--- src/rtl/turn_signal_pkg.sv ---
// -----------------------------------------------------------------------------
// turn_signal_pkg
//
// Shared definitions for the turn-signal stalk controller.
//   state_t              : request state of the stalk FSM (2-bit encoding)
//   DEF_SYNC_STAGES      : default synchroniser depth per raw input
//   DEF_DEBOUNCE_CYCLES  : default stable-cycle count before a level flips
//   DEF_TIMEOUT_CYCLES   : default lifetime of a LEFT/RIGHT request
// -----------------------------------------------------------------------------
package turn_signal_pkg;

   typedef enum logic [1:0] {
      ST_IDLE   = 2'd0,
      ST_LEFT   = 2'd1,
      ST_RIGHT  = 2'd2,
      ST_HAZARD = 2'd3
   } state_t;

   localparam int DEF_SYNC_STAGES     = 2;
   localparam int DEF_DEBOUNCE_CYCLES = 4;
   localparam int DEF_TIMEOUT_CYCLES  = 64;

   // True for the two single-direction request states, which are the only
   // states subject to self-cancel and the timeout.
   function automatic logic is_direction(input state_t s);
      return (s == ST_LEFT) || (s == ST_RIGHT);
   endfunction

endpackage

--- src/rtl/turn_signal_stalk_ctrl_input_debouncer.sv ---
// -----------------------------------------------------------------------------
// input_debouncer
//
// Brings one raw asynchronous contact into the clock domain and debounces it.
// The raw level passes through SYNC_STAGES flops; the debounced level then
// follows the synchroniser output only after it has disagreed with the
// debounced level for DEBOUNCE_CYCLES consecutive cycles. Any agreeing cycle
// restarts the count.
//
// Ports:
//   clk_i    : clock, rising edge
//   rst_i    : synchronous active-high reset (clears sync chain, level, count)
//   raw_i    : raw asynchronous input
//   level_o  : debounced level (registered)
// -----------------------------------------------------------------------------
module input_debouncer #(
   parameter int SYNC_STAGES     = 2,
   parameter int DEBOUNCE_CYCLES = 4
) (
   input  logic clk_i,
   input  logic rst_i,
   input  logic raw_i,
   output logic level_o
);

   // A count of DEBOUNCE_CYCLES-1 is the largest value ever stored; keep at
   // least one bit so DEBOUNCE_CYCLES == 1 still elaborates.
   localparam int CNT_W = (DEBOUNCE_CYCLES > 1) ? $clog2(DEBOUNCE_CYCLES) : 1;
   localparam logic [CNT_W-1:0] CNT_LAST = CNT_W'(DEBOUNCE_CYCLES - 1);

   logic [SYNC_STAGES-1:0] sync_q;
   logic                   sync_out;
   logic [CNT_W-1:0]       cnt_q;
   logic [CNT_W-1:0]       cnt_d;
   logic                   level_q;
   logic                   level_d;

   assign sync_out = sync_q[SYNC_STAGES-1];

   always_comb begin
      cnt_d   = '0;
      level_d = level_q;
      if (sync_out != level_q) begin
         // The flip happens on the DEBOUNCE_CYCLES-th disagreeing cycle,
         // i.e. when that many cycles have been seen including this one.
         if (cnt_q == CNT_LAST) begin
            level_d = ~level_q;
         end else begin
            cnt_d = cnt_q + 1'b1;
         end
      end
   end

   always_ff @(posedge clk_i) begin
      if (rst_i) begin
         sync_q  <= '0;
         cnt_q   <= '0;
         level_q <= 1'b0;
      end else begin
         sync_q  <= {sync_q[SYNC_STAGES-2:0], raw_i};
         cnt_q   <= cnt_d;
         level_q <= level_d;
      end
   end

   assign level_o = level_q;

endmodule

--- src/rtl/turn_signal_stalk_ctrl.sv ---
// -----------------------------------------------------------------------------
// turn_signal_stalk_ctrl
//
// Produces the TurnLeft/TurnRight request levels for the tail-light
// sequencer. Stalk and hazard switches are synchronised and debounced, the
// hazard button is reduced to a rising-edge event, and a Moore FSM resolves
// left, right and hazard requests. LEFT/RIGHT self-cancel on a steering-return
// pulse or after TIMEOUT_CYCLES cycles, after which a lockout holds further
// direction requests off until both stalk contacts have been released.
//
// Ports:
//   clk          : clock, rising edge
//   RESET        : synchronous active-high reset
//   StalkLeft    : raw bouncy stalk-left contact
//   StalkRight   : raw bouncy stalk-right contact
//   HazardButton : raw momentary hazard push-button
//   CancelPulse  : synchronous single-cycle steering-return pulse
//   TurnLeft     : left request (LEFT or HAZARD)
//   TurnRight    : right request (RIGHT or HAZARD)
//   Locked       : self-cancel lockout active
//   StalkFault   : both debounced stalk levels high
//
// Handshake: there is none; every input is a level or single-cycle pulse
// sampled on each rising edge, and every output is a level valid for the
// whole cycle following the edge that produced it.
// -----------------------------------------------------------------------------
module turn_signal_stalk_ctrl
   import turn_signal_pkg::*;
#(
   parameter int SYNC_STAGES     = DEF_SYNC_STAGES,
   parameter int DEBOUNCE_CYCLES = DEF_DEBOUNCE_CYCLES,
   parameter int TIMEOUT_CYCLES  = DEF_TIMEOUT_CYCLES
) (
   input  logic clk,
   input  logic RESET,
   input  logic StalkLeft,
   input  logic StalkRight,
   input  logic HazardButton,
   input  logic CancelPulse,
   output logic TurnLeft,
   output logic TurnRight,
   output logic Locked,
   output logic StalkFault
);

   localparam int TMR_W = $clog2(TIMEOUT_CYCLES);
   localparam logic [TMR_W-1:0] TMR_LAST = TMR_W'(TIMEOUT_CYCLES - 1);

   // ---------------------------------------------------------------------------
   // Input conditioning
   // ---------------------------------------------------------------------------
   logic deb_l;
   logic deb_r;
   logic deb_hz;

   input_debouncer #(
      .SYNC_STAGES     (SYNC_STAGES),
      .DEBOUNCE_CYCLES (DEBOUNCE_CYCLES)
   ) u_deb_left (
      .clk_i   (clk),
      .rst_i   (RESET),
      .raw_i   (StalkLeft),
      .level_o (deb_l)
   );

   input_debouncer #(
      .SYNC_STAGES     (SYNC_STAGES),
      .DEBOUNCE_CYCLES (DEBOUNCE_CYCLES)
   ) u_deb_right (
      .clk_i   (clk),
      .rst_i   (RESET),
      .raw_i   (StalkRight),
      .level_o (deb_r)
   );

   input_debouncer #(
      .SYNC_STAGES     (SYNC_STAGES),
      .DEBOUNCE_CYCLES (DEBOUNCE_CYCLES)
   ) u_deb_hazard (
      .clk_i   (clk),
      .rst_i   (RESET),
      .raw_i   (HazardButton),
      .level_o (deb_hz)
   );

   // ---------------------------------------------------------------------------
   // Hazard edge detect and stalk decode
   // ---------------------------------------------------------------------------
   logic hz_dly_q;
   logic hz_rise;
   logic stalk_l;
   logic stalk_r;

   // The delay flop resets to 0 together with the debounced level, so a
   // button held through reset still needs a fresh debounced 0->1 to toggle.
   assign hz_rise = deb_hz & ~hz_dly_q;

   // A stalk reading both directions at once is a contact fault and
   // requests neither direction.
   assign stalk_l    = deb_l & ~deb_r;
   assign stalk_r    = deb_r & ~deb_l;
   assign StalkFault = deb_l & deb_r;

   // ---------------------------------------------------------------------------
   // Request FSM, timeout counter and lockout
   // ---------------------------------------------------------------------------
   state_t           state_q;
   state_t           state_d;
   logic [TMR_W-1:0] tmr_q;
   logic [TMR_W-1:0] tmr_d;
   logic             locked_q;
   logic             locked_d;
   logic             set_lock;
   logic             timeout;

   // The counter is held at zero outside LEFT/RIGHT, so this compare only
   // ever matches while a direction request is active.
   assign timeout = (tmr_q == TMR_LAST);

   always_comb begin
      state_d  = state_q;
      set_lock = 1'b0;
      unique case (state_q)
         ST_IDLE: begin
            if (hz_rise) begin
               state_d = ST_HAZARD;
            end else if (stalk_l && !locked_q) begin
               state_d = ST_LEFT;
            end else if (stalk_r && !locked_q) begin
               state_d = ST_RIGHT;
            end
         end
         ST_LEFT: begin
            if (hz_rise) begin
               state_d = ST_HAZARD;
            end else if (CancelPulse || timeout) begin
               state_d  = ST_IDLE;
               set_lock = 1'b1;
            end else if (stalk_r) begin
               state_d = ST_RIGHT;
            end else if (!deb_l) begin
               state_d = ST_IDLE;
            end
         end
         ST_RIGHT: begin
            if (hz_rise) begin
               state_d = ST_HAZARD;
            end else if (CancelPulse || timeout) begin
               state_d  = ST_IDLE;
               set_lock = 1'b1;
            end else if (stalk_l) begin
               state_d = ST_LEFT;
            end else if (!deb_r) begin
               state_d = ST_IDLE;
            end
         end
         ST_HAZARD: begin
            // Stalks, cancel and timeout have no effect while hazards run;
            // stalk levels are looked at again from IDLE on the next cycle.
            if (hz_rise) begin
               state_d = ST_IDLE;
            end
         end
         default: begin
            state_d = ST_IDLE;
         end
      endcase
   end

   always_comb begin
      tmr_d = '0;
      if ((state_d == state_q) && is_direction(state_q)) begin
         tmr_d = tmr_q + 1'b1;
      end
   end

   // A self-cancel sets the lock even if the stalks happen to read released
   // on the same cycle; the release clears it again one cycle later.
   always_comb begin
      locked_d = locked_q;
      if (set_lock) begin
         locked_d = 1'b1;
      end else if (!deb_l && !deb_r) begin
         locked_d = 1'b0;
      end
   end

   always_ff @(posedge clk) begin
      if (RESET) begin
         state_q  <= ST_IDLE;
         tmr_q    <= '0;
         locked_q <= 1'b0;
         hz_dly_q <= 1'b0;
      end else begin
         state_q  <= state_d;
         tmr_q    <= tmr_d;
         locked_q <= locked_d;
         hz_dly_q <= deb_hz;
      end
   end

   // ---------------------------------------------------------------------------
   // Moore outputs, decoded from the state register only
   // ---------------------------------------------------------------------------
   assign TurnLeft  = (state_q == ST_LEFT)  || (state_q == ST_HAZARD);
   assign TurnRight = (state_q == ST_RIGHT) || (state_q == ST_HAZARD);
   assign Locked    = locked_q;

endmodule

--- config.mk ---
export PLATFORM = sky130hd
export DESIGN_NAME = turn_signal_stalk_ctrl
export DESIGN_NICKNAME = d
export VERILOG_FILES = /design/src/rtl/turn_signal_pkg.sv /design/src/rtl/turn_signal_stalk_ctrl_input_debouncer.sv /design/src/rtl/turn_signal_stalk_ctrl.sv
export SDC_FILE = /design/constraint.sdc
export NUM_CORES = 1
export LEC_CHECK = 0
export ABC_AREA = 1
export CAP_MARGIN = 20
export CORE_ASPECT_RATIO = 0.7
export CORE_UTILIZATION = 30
export DETAILED_ROUTE_END_ITERATION = 6
export SLEW_MARGIN = 40
export SYNTH_ARGS = -nofsm -noshare
export SYNTH_HDL_FRONTEND = slang
export SYNTH_SLANG_ARGS = --single-unit
--- constraint.sdc ---
create_clock -name clk -period 1.6 [get_ports clk]
set_clock_uncertainty 0.15 [all_clocks]
set_input_delay 0.32 -clock clk [delete_from_list [all_inputs] [get_ports clk]]
set_output_delay 0.32 -clock clk [all_outputs]
set_load 0.01 [all_outputs]
run_1/metal_stack.png
Two of the layers only.
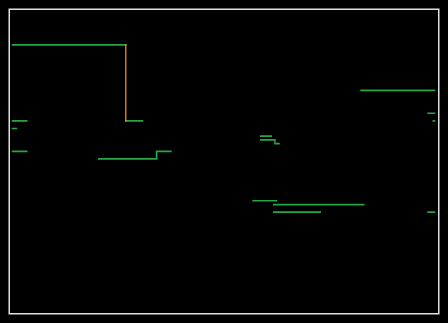
met4: drawn in orange, wire length 13.6 um. met3: drawn in green, wire length 93.1 um.

run_1/gate_families.png
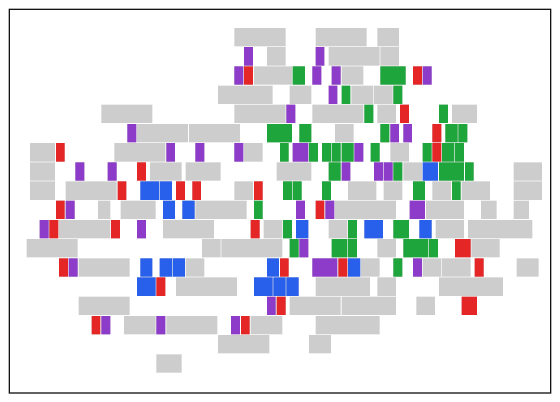
NAND gates: drawn in green, cells 39, most used nand2_1. NOR gates: drawn in purple, cells 35, most used nor2_1. inverters: drawn in red, cells 26, most used inv_1. inverting AOI/OAI gates: drawn in blue, cells 17, most used a21oi_1.
most frequent logic cell in the layout: nor2_1
Comb/total area: 37.5%
number of standard cells in the layout, taps in and fillers out: 244

==> run summary, run 1 <==
Purpose: to document the outcome of synthesis and place and route.

Final layout
Leaving out buffers and inverters, the combinational logic in the layout accounts for between 600 and 700 um^2. According to the finish report, the design has a final net count of 209.

Worst setup path
The worst endpoint required time is around 1.1 ns.

Detailed routing
The top metal layer carrying routed signals is met4. The met3 routed wirelength is ~93 um. Wires add up to between 2 and 2.5 mm.

Timing
Setup repair after global routing could not meet its margin everywhere. The critical path in the final layout is reported with a setup slack of -0.142 ns. The slew check shows that the tightest pin keeps a relative margin of between 80% and 90%.

The final report lists the setup-violating endpoint count as 10. The number of pins exceeding their max-slew limit in the final report is 0.

Floorplanning
The standard cell core area is 0.00363 mm^2. The die outline height is approximately 54 um.

Pwr
Of the total power, the share spent switching nets is 33.9%. The net switching power figure is about 0.00077 W.

Logic synthesis
The cell area that synthesis handed to floorplanning was about 0.0012 mm^2. The number of flops mapped to enable cells by yosys is 0. The main area contributors are dfxtp_1 43%, nor2_1 11%, nand2_1 8.7%.

Place
The worst slack at placement is -0.263 ns. In the placement report, post-DP HPWL is listed as approximately 1.7 mm.

Run status
The checks that failed: negative setup slack. The flow ran to the end, but the final reports show violations.

Clock tree
The buffer cell driving the clock tree root is clkbuf_8.
run_1/drive_strength.png
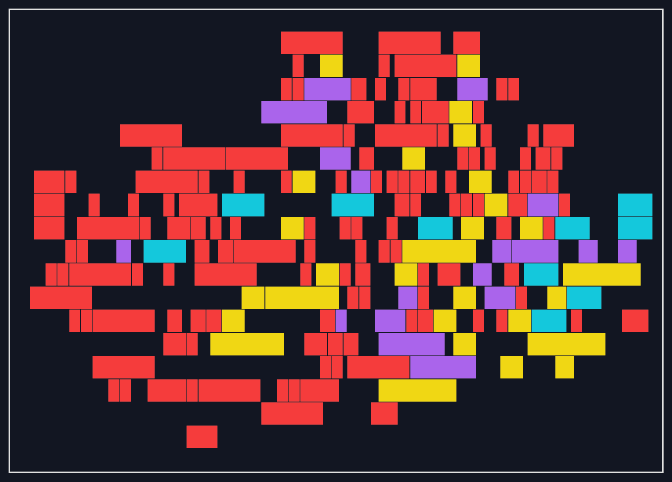
drive 3 to 4: drawn in yellow, cells 28, most used buf_4. drive 2: drawn in purple, cells 18, most used nand3_2. drive 1 or less: drawn in red, cells 138, most used nor2_1. drive 6 and up: drawn in cyan, cells 10, most used buf_6.

==> run 1: final timing paths <==
path	depth (start not counted)	end	slack [ns]	start
setup / recovery	4	TurnLeft	-0.14	state_q[1]
hold / removal	2	u_deb_right.sync_q[1]	0.26	u_deb_right.sync_q[0]
setup reg to reg	13	tmr_q[5]	-0.11	state_q[1]
hold reg to reg	2	u_deb_right.sync_q[1]	0.26	u_deb_right.sync_q[0]
==> run 1: state kept, by name (all words and copies together) (netlist names), 2 cells and up <==
name	count
u_deb_right.sync_q	2
u_deb_left.cnt_q	2
u_deb_hazard.sync_q	2
u_deb_right.cnt_q	2
u_deb_left.sync_q	2
u_deb_hazard.cnt_q	2
state_q	2
tmr_q	6
==> run 1: per-stage QoR <==
step / hold WS [ns] / std cells / area, um^2
6_report: 0.256 / 244 / 1640
5_1_grt: 0.269 / 244 / 1640
3_3_place_gp: 0.243 / 236 / 1470
2_1_floorplan: 0.238 / 158 / 1170
3_5_place_dp: 0.246 / 236 / 1470
4_1_cts: 0.257 / 240 / 1560
==> run 1: layer usage <==
layer	track usage, %	up-vias
met4	2.88	0
met3	3.22	2
li1	-	564
met5	0	-
met1	15.8	432
met2	17.9	22
==> run 1: layout make-up <==
type,count,area share (%)
inverters,26,6.26
flip-flops and latches,25,31.5
multi-input cells,105,37.5
clock inverters,1,0.306
well taps,50,3.82
repair buffers,34,18.1
clock buffers,3,2.52
==> run 1: power groups by stage <==
stage	Clock [W]	Sequential, W	Combinational [W]
after floorplan	0	0.000744	0.000462
after global placement	0	0.000742	0.000890
after detailed placement	0	0.000741	0.000879
after CTS	0.000377	0.000746	0.000959
after global routing	0.000401	0.000777	0.00125
final	0.000363	0.000768	0.00114
==> run 1 -> run 2 <==
Settings changed: CTS_CLUSTER_DIAMETER set to 80, SKIP_LAST_GASP set to 1.
Clock period 1.6 ns to 1.7 ns, I/O delays scaled along.
run_2/final_congestion.png
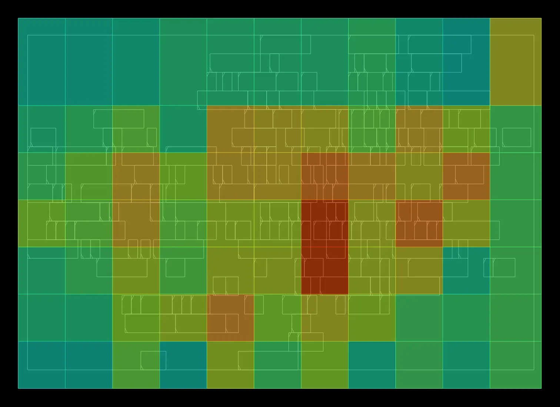
post-detailed-route wirelength per cell: 9.86 um
GR Layer Usage met3: 4.07%

==> run 2 against run 1 <==
  * The run still ends with negative setup slack left
  * Register-to-register slack about the same
  * First-iteration DRC count is 36% higher
  * Global-route usage increased by 0.89 points
  * Via count decreased by 0.39%
  * Die area unchanged
  * Routed wire length is 6.6% higher
  * Core utilization increased by 0.38 points
  * Power down 1.2%
  * Worst setup slack gained 0.026 ns
  * Critical path depth increased by 8
  * Combinational power grew 4%
  * Highest routed layer unchanged
==> run summary, run 2 <==
Purpose: to document the outcome of synthesis and place and route.

Final layout
The most common library cell in the layout ignoring fill and taps is nor2_1. The post-route cell area is 0.00165 mm^2 (+0.84%). The final net count came to 208 (-0.48%).

The post-layout instance count excluding filler cells came to 243 (-0.41%). The number of flip-flops in the largest register is 6 (unchanged). The logic area is 637 um^2 (+3.7%).

Place
The HPWL after detailed placement is 1.65 mm (-1.1%). The area of placed instances is 0.00144 mm^2 (-1.6%). The worst slack at placement is -0.178 ns (+0.0848 ns).

Floorplanning
The die outline height came to 54.2 um (unchanged). The standard cell core area is 0.00363 mm^2 (unchanged).

Logic synthesis
The number of flops mapped to enable cells by yosys is 0 (unchanged). The post-synthesis instance area came to 0.00117 mm^2 (unchanged). After synthesis, the cell types taking the most area are dfxtp_1 43%, nor2_1 11%, nand2_1 8.7%.

Worst setup path
The worst endpoint required time is 1.76 ns (+0.63 ns). The launch point of the worst path is state_q[1]. The count of cells along the worst register-to-register path is 12 (-1).

The launch point of the worst register-to-register path is recorded as state_q[1].

Run status
The flow ran to the end, but the final reports show violations. The checks that failed: negative setup slack.

Timing
Setup repair after global routing could not meet its margin everywhere. The final count of negative-setup-slack endpoints is 8 (-2). The setup slack of the critical path after layout is -0.116 ns (+0.0257 ns). The worst relative slew slack is 85.4% (+0.27 points). The number of pins exceeding their max-slew limit in the final report is 0 (unchanged).

Detailed routing
The routed wire length is 2.40 mm (+6.6%).

Hold path
The worst hold path cell count is 2 (unchanged).
run_2/metal_stack.png
Two of the layers only.
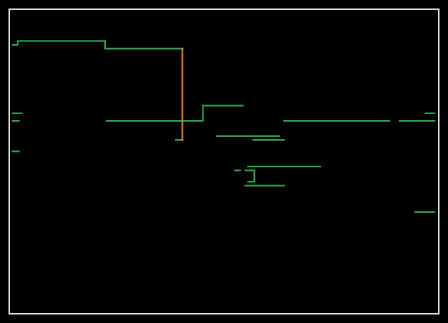
met3: drawn in green, wire length 137 um. met4: drawn in orange, wire length 16.3 um.

## run 2: what timing repair did
item / in CTS / in global routing
pin swaps: 9 / 6
buffers inserted: 5 / 1
gates resized: 31 / 14
endpoints found under the setup margin: 10 / 8
## run 2: layout make-up
type | instances | area share [%]
clock buffers | 4 | 2.73
flip-flops and latches | 25 | 31.3
multi-input cells | 105 | 38.6
inverters | 26 | 6.06
repair buffers | 33 | 17.6
well taps | 50 | 3.79
## run 2: report_power, final
part | switching (W) | internal [W]
clock | 0.000182 | 0.000167
combinational | 0.000538 | 0.000652
sequential | 0.0000589 | 0.000649
## run 2: path summary, 6_finish.rpt
path / endpoint / slack, ns
setup / recovery: tmr_q[1] / -0.12
hold / removal: u_deb_right.sync_q[1] / 0.25
setup reg to reg: tmr_q[1] / -0.12
hold reg to reg: u_deb_right.sync_q[1] / 0.25
## run 2: cells by family after synthesis
logic type      count (synthesis)  share of synthesized area [%]
simple gates                   76                           27.9
buf+inv                        28                           9.33
flops                          25                           42.9
compound gates                 17                           8.26
fa+ha+maj                       8                           8.58
xor+xnor                        4                           3.00
## run 2: layer usage
| layer | wire (um) | GRT usage, % | part of all wire [%] |
|---|---|---|---|
| met1 | 1250 | 16.4 | 52 |
| met2 | 994 | 19.8 | 42 |
| met3 | 136 | 4.07 | 5.7 |
| met4 | 16 | 2.88 | 0.67 |
| met5 | 0 | 0 | 0 |
## run 2: worst max-delay path, delay by kind of cell, from the launching register on
family | cells | cell delay [ns]
fa+ha+maj | 1 | 0.16
buf+inv | 2 | 0.28
flops | 1 | 0.37
simple gates | 9 | 0.78
==> run 2 -> run 3 <==
Settings changed: CORE_ASPECT_RATIO 0.7 to 1.1.
run_3/final_congestion.png
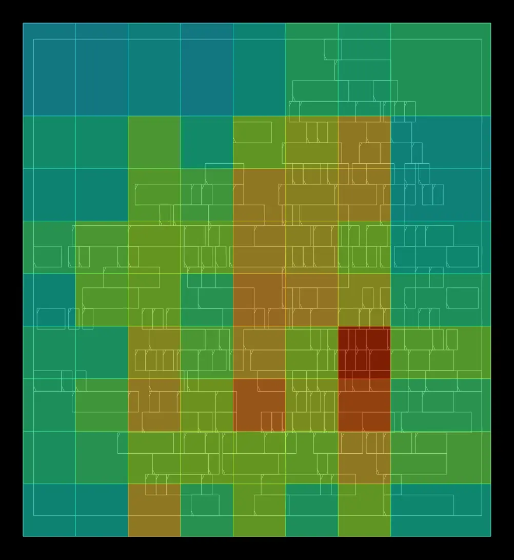
GR Layer Usage met3: 2.30%
met1 track demand over resource in global routing: 14.3%
Tot GR Track Use: 12.4%

==> run 3 against run 2 <==
  * The flow still finishes with violations (negative setup slack)
  * Synthesized cell count stayed put
  * Power is 2.4% lower
  * Die area hardly changed
  * Via count is 1.5% lower
  * Routed wire length is 7.2% lower
  * Clock power is 4% lower
  * Sequential share of layout area is 0.32 points lower
  * Combinational power is 6% lower
  * Fmax is 5.0% higher
  * Critical path type unchanged
  * Critical endpoint unchanged
  * Largest power group unchanged
==> run summary, run 3 <==
Purpose: to document the outcome of synthesis and place and route.

Detailed routing
In the routed design, unresolved DRC markers number 0. The routed wire length came to 2.22 mm (-7.2%). The detail-routed net length per standard cell is 9.22 um (-6.4%).

Global route
Entering global routing, the biggest net connects 14 pins. The number of global-route vias before repair is 933. The global-route track usage on met2 is 20.5% (+0.70 points).

Logic synthesis
The area fraction in xor and xnor cells is 3.00% (unchanged). The simple-gate share of the synthesized area is 27.9% (unchanged). The multiplexer share of the synthesized area was 0% (unchanged). For reference, the post-synthesis area per instance comes to ~7.4 um^2. Yosys attributes the largest share of cell area to dfxtp_1 43%, nor2_1 11%, nand2_1 8.7%. The fraction of the mapped netlist area in compound gates is 8.26% (unchanged).

Of the combinational cells, the family taking the most area is simple AND/OR/NAND/NOR gates. The number of flops mapped to enable cells by yosys is 0 (unchanged). The post-synthesis instance area is 0.00117 mm^2 (unchanged). The area fraction in full adders, half adders and majority gates is 8.58% (unchanged).

Final layout
The number of flip-flops in the largest register is 6 (unchanged). 0 antenna diodes ended up in the layout. The final net count is 206 (-0.96%). Leaving out fill and tap cells, the most frequent cell in the layout is nor2_1. The post-layout instance count excluding filler cells is 241 (-0.82%). The filler cell count is just under 400.

Run status
The run finished, with violations left. The final reports fail on negative setup slack.

Timing
The setup slack of the critical path after layout is -0.0288 ns (+0.0871 ns). The pin slew with the least headroom to its limit is about 0.21 ns. Setup repair after global routing could not meet its margin everywhere. The final count of negative-setup-slack endpoints is 8 (unchanged).

The worst relative slew slack was 85.7% (+0.27 points). The number of pins exceeding their max-slew limit in the final report was 0 (unchanged).

Worst setup path
The worst endpoint required time was 1.76 ns (about the same). The timing report attributes the biggest portion of critical-path delay to simple AND/OR/NAND/NOR gates. The count of buffer and inverter cells on the critical path is 2 (unchanged).

Place
The worst slack at placement is -0.205 ns (-0.0266 ns). The HPWL after detailed placement is 1.66 mm (+0.48%).

Floorplanning
The standard cell core area is 0.00368 mm^2 (+1.6%). The die outline height is 67.4 um (+24%). The width of the die is roughly 61 um.

Pwr
The design draws approximately 0.0022 W.
run_3/drive_strength.png
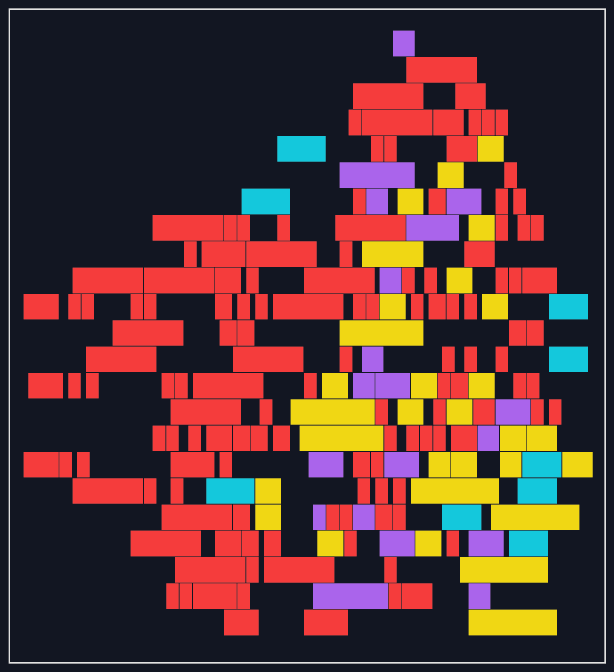
drive 1 or less: drawn in red, cells 133, most used nor2_1. drive 3 to 4: drawn in yellow, cells 30, most used buf_4. drive 2: drawn in purple, cells 19, most used nand3_2. drive 6 and up: drawn in cyan, cells 9, most used buf_6.

run 3: cell counts after synthesis:
No cell type changed its count.
run 3: path summary, 6_finish.rpt:
check                              start  depth (start not counted)                      to  slack (ns)
hold reg to reg   u_deb_hazard.sync_q[0]                          2  u_deb_hazard.sync_q[1]        0.26
setup / recovery              state_q[1]                         12                tmr_q[1]       -0.03
hold / removal    u_deb_hazard.sync_q[0]                          2  u_deb_hazard.sync_q[1]        0.26
setup reg to reg              state_q[1]                         12                tmr_q[1]       -0.03
run 3: per-stage QoR:
step / TNS (ns) / hold WS, ns / utilization, % / instance area, um^2
floorplan: 0 / 0.238 / - / 1170
global placement: -1.05 / 0.239 / 39.8 / 1470
detailed placement: -1.04 / 0.244 / 39.8 / 1470
CTS: -0.253 / 0.256 / 43.0 / 1580
global route: -0.929 / 0.275 / 45.1 / 1660
finish: -0.126 / 0.255 / 45.1 / 1660
run 3: per-layer routing:
layer  routed length, um  up-vias  part of all wire, %
met5                   0        -                    0
met1                1080      415                   48
met2                1020       19                   46
met4                  72        0                  3.2
met3                  55        6                  2.5
li1                    -      561                    -
run 3: report_power, final:
part	internal [W]	switching [W]	total [W]	leakage, nW
Clock	0.000167	0.000168	0.000336	0.0228
Combinational	0.000605	0.000516	0.00112	0.521
Sequential	0.000653	0.0000830	0.000736	0.206
Total	0.00143	0.000767	0.00219	0.750
run 3: final cells by class:
type	count	area [um^2]	share of cell area (%)
multi-input combinational	105	662	39.9
tap	50	62.6	3.77
clock buffer	4	45.0	2.71
sequential	25	514	31.0
inverter	26	103	6.18
timing repair buffer	31	274	16.5
run 3: repair_timing:
item,CTS,global route
buffers inserted,0,1
resized,33,18
endpoints found under the setup margin,10,10
pin swaps,11,11

==> gallery <==
Sequential cells coloured by netlist name.
Bar = 20 um. Other sequential cells in the stronger grey, the rest of the logic in the fainter grey.
picture 1
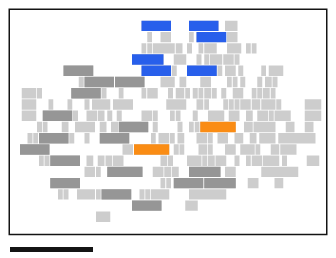
picture 2
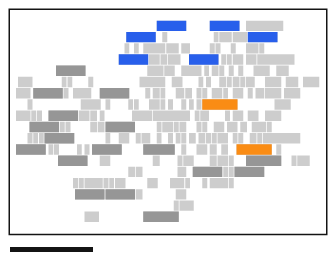
picture 3
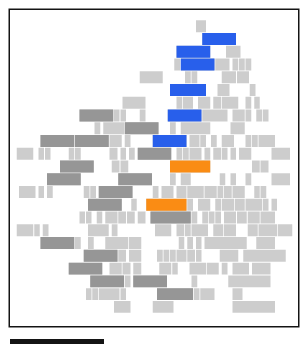
Picture 1 is run 1.
Picture 3 is run 3.
Picture 2 is run 2.

Key to picture 1:
tmr_q: drawn in blue, placed flops 6, where north. state_q: drawn in orange, placed flops 2.

Power figures rest on the tool's default switching activity, not on a simulated workload.
